Fig. 1: metal 1
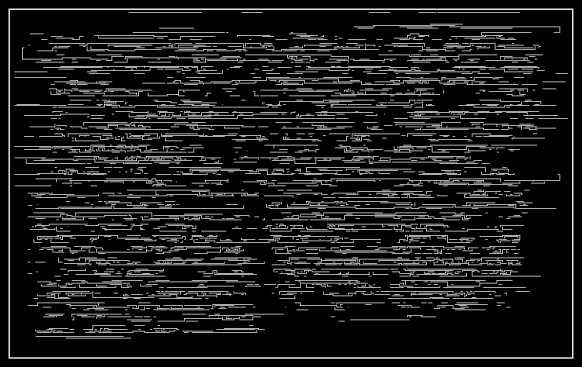
Fig. 2: the metal 2 layer
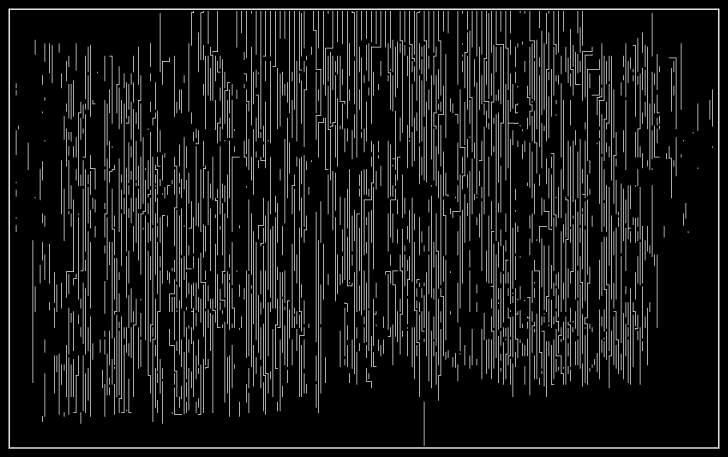
Fig. 3: the metal 3 layer
Scale bar: 50 um.
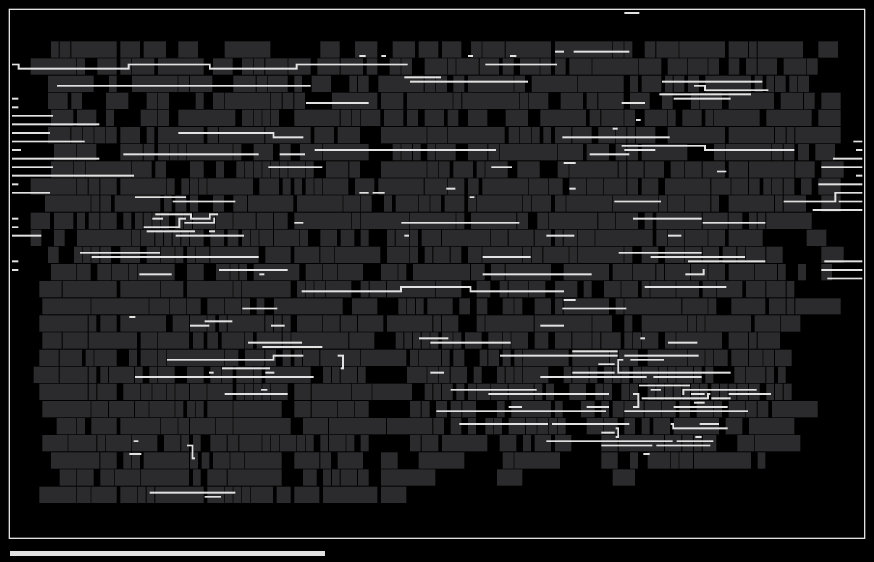
<file path="src/rtl/render_frame_scheduler.sv">
// render_frame_scheduler
//
// Per-frame sequencer between game logic and the renderer. A frame tick arms
// one render cycle. Game state is copied into shadow registers in LATCH so the
// picture cannot tear while it is drawn. The draw enable is held until the
// renderer reports done, or until the render times out. The enable is then
// dropped for one cycle, and a single advance strobe steps game logic.
//
// Optional build macro: RENDER_VSYNC_ALIGN_EN
//   defined   : tick is the synchronised rising edge of vsync. The edge passes
//               through two sync flops and one edge register, so tick arrives
//               3 cycles after the edge. There is no internal frame counter,
//               and FRAME_CYCLES is ignored.
//   undefined : tick comes from the internal frame counter and vsync is unused.
//
// Ports:
//   clk          in   system clock, rising edge
//   reset        in   synchronous active-high reset
//   enable       in   game running; low returns the sequencer to IDLE
//   keys_in      in   [19:0] live key vector
//   yoffset_in   in   [8:0]  live bottom-key y offset
//   num_hit_in   in   [1:0]  live hit count
//   score_in     in   [9:0]  live score
//   render_done  in   renderer completion level
//   vsync        in   external frame strobe (vsync-aligned build only)
//   draw_en      out  registered renderer enable
//   keys/yoffset/num_hit/score  out  snapshots taken in LATCH
//   plot         out  draw_en & ~render_done
//   frame_start  out  one-cycle pulse in LATCH
//   advance      out  one-cycle pulse in ADVANCE
//   busy         out  high in LATCH, DRAW and RELEASE
//   drop_count   out  [7:0] ticks missed while busy, saturating
//   timeout_err  out  sticky render-timeout flag
module render_frame_scheduler #(
  parameter int FRAME_CYCLES   = 833333,
  parameter int TIMEOUT_CYCLES = 400000,
  parameter int CNT_W          = 20
) (
  input  logic        clk,
  input  logic        reset,
  input  logic        enable,
  input  logic [19:0] keys_in,
  input  logic [8:0]  yoffset_in,
  input  logic [1:0]  num_hit_in,
  input  logic [9:0]  score_in,
  input  logic        render_done,
  input  logic        vsync,
  output logic        draw_en,
  output logic [19:0] keys,
  output logic [8:0]  yoffset,
  output logic [1:0]  num_hit,
  output logic [9:0]  score,
  output logic        plot,
  output logic        frame_start,
  output logic        advance,
  output logic        busy,
  output logic [7:0]  drop_count,
  output logic        timeout_err
);

  typedef enum logic [2:0] {
    ST_IDLE    = 3'd0,
    ST_ARM     = 3'd1,
    ST_LATCH   = 3'd2,
    ST_DRAW    = 3'd3,
    ST_RELEASE = 3'd4,
    ST_ADVANCE = 3'd5
  } state_t;

  state_t           state_r;
  logic             tick_s;
  logic             timeout_hit_s;
  logic [CNT_W-1:0] timeout_cnt_r;
  logic             draw_en_r;
  logic             frame_start_r;
  logic             advance_r;
  logic             busy_r;
  logic             timeout_err_r;
  logic [7:0]       drop_count_r;
  logic [19:0]      keys_r;
  logic [8:0]       yoffset_r;
  logic [1:0]       num_hit_r;
  logic [9:0]       score_r;

`ifdef RENDER_VSYNC_ALIGN_EN
  logic [2:0] vsync_sync_r;
  logic       vsync_edge_r;

  // Two-flop synchroniser, history flop and registered rising-edge detect on vsync
  always_ff @(posedge clk) begin
    if (reset) begin
      vsync_sync_r <= 3'b000;
      vsync_edge_r <= 1'b0;
    end else begin
      vsync_sync_r <= {vsync_sync_r[1:0], vsync};
      vsync_edge_r <= vsync_sync_r[1] & ~vsync_sync_r[2];
    end
  end

  assign tick_s = enable & vsync_edge_r;
`else
  logic [CNT_W-1:0] frame_cnt_r;
  logic             unused_vsync_s;

  assign unused_vsync_s = vsync;

  // Free-running frame period counter, parked at zero while the game is stopped
  always_ff @(posedge clk) begin
    if (reset) begin
      frame_cnt_r <= {CNT_W{1'b0}};
    end else if (!enable) begin
      frame_cnt_r <= {CNT_W{1'b0}};
    end else if (frame_cnt_r == CNT_W'(FRAME_CYCLES - 1)) begin
      frame_cnt_r <= {CNT_W{1'b0}};
    end else begin
      frame_cnt_r <= frame_cnt_r + CNT_W'(1);
    end
  end

  assign tick_s = enable & (frame_cnt_r == CNT_W'(FRAME_CYCLES - 1));
`endif

  assign timeout_hit_s = (timeout_cnt_r == CNT_W'(TIMEOUT_CYCLES - 1));

  // Frame sequencer: state transitions together with the registered strobes,
  // draw enable, busy flag and render timeout tracking
  always_ff @(posedge clk) begin
    if (reset) begin
      state_r       <= ST_IDLE;
      draw_en_r     <= 1'b0;
      frame_start_r <= 1'b0;
      advance_r     <= 1'b0;
      busy_r        <= 1'b0;
      timeout_cnt_r <= {CNT_W{1'b0}};
      timeout_err_r <= 1'b0;
    end else if (!enable) begin
      // Abandon the frame quietly: no advance, sticky status kept
      state_r       <= ST_IDLE;
      draw_en_r     <= 1'b0;
      frame_start_r <= 1'b0;
      advance_r     <= 1'b0;
      busy_r        <= 1'b0;
      timeout_cnt_r <= {CNT_W{1'b0}};
    end else begin
      frame_start_r <= 1'b0;
      advance_r     <= 1'b0;
      case (state_r)
        ST_IDLE: begin
          state_r   <= ST_ARM;
          draw_en_r <= 1'b0;
          busy_r    <= 1'b0;
        end
        ST_ARM: begin
          if (tick_s) begin
            state_r       <= ST_LATCH;
            frame_start_r <= 1'b1;
            busy_r        <= 1'b1;
          end else begin
            state_r <= ST_ARM;
          end
        end
        ST_LATCH: begin
          state_r       <= ST_DRAW;
          draw_en_r     <= 1'b1;
          busy_r        <= 1'b1;
          timeout_cnt_r <= {CNT_W{1'b0}};
        end
        ST_DRAW: begin
          // A done arriving in the final timeout cycle still counts as success
          if (render_done) begin
            state_r   <= ST_RELEASE;
            draw_en_r <= 1'b0;
          end else if (timeout_hit_s) begin
            state_r       <= ST_RELEASE;
            draw_en_r     <= 1'b0;
            timeout_err_r <= 1'b1;
          end else begin
            timeout_cnt_r <= timeout_cnt_r + CNT_W'(1);
          end
        end
        ST_RELEASE: begin
          state_r   <= ST_ADVANCE;
          advance_r <= 1'b1;
          busy_r    <= 1'b0;
        end
        ST_ADVANCE: begin
          state_r <= ST_ARM;
        end
        default: begin
          state_r   <= ST_IDLE;
          draw_en_r <= 1'b0;
          busy_r    <= 1'b0;
        end
      endcase
    end
  end

  // Shadow copy of game state, refreshed only while in LATCH
  always_ff @(posedge clk) begin
    if (reset) begin
      keys_r    <= 20'h00000;
      yoffset_r <= 9'h000;
      num_hit_r <= 2'b00;
      score_r   <= 10'h000;
    end else if (enable && (state_r == ST_LATCH)) begin
      keys_r    <= keys_in;
      yoffset_r <= yoffset_in;
      num_hit_r <= num_hit_in;
      score_r   <= score_in;
    end
  end

  // Count ticks that arrive when the sequencer is not waiting for one
  always_ff @(posedge clk) begin
    if (reset) begin
      drop_count_r <= 8'h00;
    end else if (tick_s && (state_r != ST_ARM) && (drop_count_r != 8'hFF)) begin
      drop_count_r <= drop_count_r + 8'h01;
    end
  end

  assign draw_en     = draw_en_r;
  assign plot        = draw_en_r & ~render_done;
  assign frame_start = frame_start_r;
  assign advance     = advance_r;
  assign busy        = busy_r;
  assign drop_count  = drop_count_r;
  assign timeout_err = timeout_err_r;
  assign keys        = keys_r;
  assign yoffset     = yoffset_r;
  assign num_hit     = num_hit_r;
  assign score       = score_r;

endmodule

</file>
<file path="config.mk">
export PLATFORM = sky130hd
export DESIGN_NAME = render_frame_scheduler
export DESIGN_NICKNAME = d
export VERILOG_FILES = /design/src/rtl/render_frame_scheduler.sv
export SDC_FILE = /design/constraint.sdc
export NUM_CORES = 1
export LEC_CHECK = 0
export ABC_AREA = 1
export CAP_MARGIN = 40
export CORE_ASPECT_RATIO = 0.6
export CORE_MARGIN = 3
export CORE_UTILIZATION = 46
export DETAILED_ROUTE_END_ITERATION = 8
export PLACE_DENSITY = 0.74
export SLEW_MARGIN = 20
export SYNTH_ARGS = -nofsm -noshare
export SYNTH_HDL_FRONTEND = slang
export SYNTH_SLANG_ARGS = --single-unit
</file>
<file path="constraint.sdc">
create_clock -name clk -period 1.55 [get_ports clk]
set_clock_uncertainty 0.2 [all_clocks]
set_input_delay 0.2325 -clock clk [delete_from_list [all_inputs] [get_ports clk]]
set_output_delay 0.2325 -clock clk [all_outputs]
set_load 0.02 [all_outputs]
</file>
==> flow_results.org <==
* Implementation run

** Power and ir drop
- The worst VDD IR drop from the latest analysis is slightly below 0.0006 V.
- Sw Pwr :: 1170 uW
- The share of total power dissipated in sequential elements is 0.487.
- Static Leakage :: ~0.0032 uW
- Cell internal power dissipation :: roughly 4000 uW
- Part of the power in combinational logic :: 0.057
- Clock network fraction of design power :: 0.456

** Routing
- Met3 wire length :: roughly 1.3 mm
- The routed layout reports a DRC error count of 0.
- For this sky-water flow run, the detailed-routed wirelength per cell is reported as approximately 17 um.
- The routed design shows a via density per instance of approximately 5.5.
- Number of routed nets with antenna violations :: 0

** Worst setup path
- Per the post-run analysis, buffers plus inverters along the critical path come to 3.
- In this run the critical path is formed by ha_4 -> nand2_4 -> inv_4 -> nand2_4 -> nor2_4 -> nand3_4 -> nand2_8 -> buf_6 -> inv_8 -> o21ai_1 -> a21oi_2.
- Maximum fanout along the worst path :: 6
- The slowest stage of the critical path belongs to the cell sky130_fd_sc_hd__dfxtp_2.
- Data on the critical path is required at its endpoint by 1590 ps.
- The critical path is of the flip-flop to flip-flop type.

** Timing
- From the final report, the count of setup violators was given as ~50.
- Adding up every negative setup slack in the final design gives -6320 ps.
- Final hold violations :: 0
- The worst path in the final design needs a cycle of between 1500 and 2000 ps, including I/O delays and setup.
- Across all setup checks in the final design, the least slack found is -208 ps.

** Run status
- The flow ran to the end, but the final reports show violations.
- The checks that failed: setup timing.

** Logic synthesis
- Number of cells in Yosys stat :: 671
- Ranking of synthesized cells by instance count :: sky130_fd_sc_hd__nand2_1, sky130_fd_sc_hd__dfxtp_1, sky130_fd_sc_hd__nand3_1
- In the post-synthesis netlist, the biggest area contributors are sky130_fd_sc_hd__dfxtp_1, sky130_fd_sc_hd__nand2_1, sky130_fd_sc_hd__nand3_1, sky130_fd_sc_hd__a21oi_1, sky130_fd_sc_hd__nor2_1.

** Worst hold path
- The worst hold path begins at enable.
- Worst-case hold path end point :: frame_cnt_r[17]
- Class of the most critical hold timing path :: input port to flip-flop

** GRT
- Entering global routing, the biggest net connects roughly 50 pins.
- The number of antenna violations at the first check in global routing is 0.

** Placement
- OpenSTA, run right after detailed placement, puts the worst setup slack at -261 ps.
- Dpl hpwl :: roughly 10 mm
- After its last routability iteration, the placer logged a weighted congestion of between 0.9 and 1.

** Floorplanning
- Top Ports :: between 100 and 150
- The floorplan has 27 rows.
- Die area :: 11400 um^2

** CTS
- The H-tree was split into 3 levels.
- Clock Sink Count :: 97
- Bufs on Longest Clock Path :: 2
- TritonCTS built the clock tree.

** Finish
- For this run, the script counts the antenna cells in the layout as 0.
- Number of filler instances in the final layout :: 588
Back to the opening pictures, Fig. 1:
- wire length on this layer: 7460 um
- share of all routed wire: 42%
- main direction: horizontal
- nets with wire on the layer: 871
- longest straight run: 31.7 um
Post-Route WL: 17.6 mm
met1 GRT Util: 0.347
Via Count: 5569

Back to the opening pictures, Fig. 2:
- longest straight run: 33.0 um
- nets with wire on the layer: 804
- main direction: vertical
Global Route met2 Usage: 0.435

Back to the opening pictures, Fig. 3:
- main direction: horizontal
- longest straight run: 40.0 um
- share of all routed wire: 7.4%
- wire length on this layer: 1290 um
met3 routing resource usage after global routing: 0.0578

[worst max path at each step]
stage	from	to	slack (ps)	cells after the start
after global routing	frame_cnt_r[1]	drop_count[4]	-290	10
after floorplan	timeout_cnt_r[1]	timeout_cnt_r[10]	-50	10
after detailed placement	render_done	plot	-260	3
final	timeout_cnt_r[1]	timeout_cnt_r[14]	-210	11
after global placement	render_done	plot	-260	3
after CTS	frame_cnt_r[1]	drop_count[1]	-170	9
[cells by family after synthesis]
kind of cell             after synthesis  synth area share
XOR/XNOR                               6            0.0113
AND-OR/OR-AND                         88            0.0984
adder cells (fa/ha/maj)                4            0.0108
AND/OR/NAND/NOR                      384             0.376
flip-flops                            97             0.419
buffers and inverters                 92            0.0847
[flip-flops by register name, indices dropped and copies added, names as in the netlist]
signal	count
advance	1
busy	1
draw_en	1
drop_count	8
frame_cnt_r	20
frame_start	1
keys	20
num_hit	2
score	10
state_r	3
timeout_cnt_r	20
timeout_err	1
yoffset	9
[metrics by stage]
step           total power [uW]  instance area, um^2  hold slack [ps]  cells
5_1_grt                    5250                 7620              197   1007
2_1_floorplan              2650                 4730              197    671
3_3_place_gp               2800                 6420              245    959
6_report                   5120                 7620              164   1007
3_5_place_dp               2810                 6420              251    959
4_1_cts                    5100                 7090              130    991
[area by class of cell]
| cell class | instances | area [um^2] | area share |
|---|---|---|---|
| clock buffer | 11 | 243 | 0.0319 |
| clock inverter | 5 | 62.6 | 0.00821 |
| inverter | 64 | 265 | 0.0348 |
| multi-input combinational | 483 | 2920 | 0.384 |
| sequential | 97 | 1980 | 0.260 |
| tap | 130 | 163 | 0.0214 |
| timing repair buffer | 217 | 1980 | 0.260 |
[worst min-delay path, delay by kind of cell]
kind	cells	cell delay, ps
buffers and inverters	2	220
AND/OR/NAND/NOR	3	230
Power figures rest on the tool's default switching activity, not on a simulated workload.
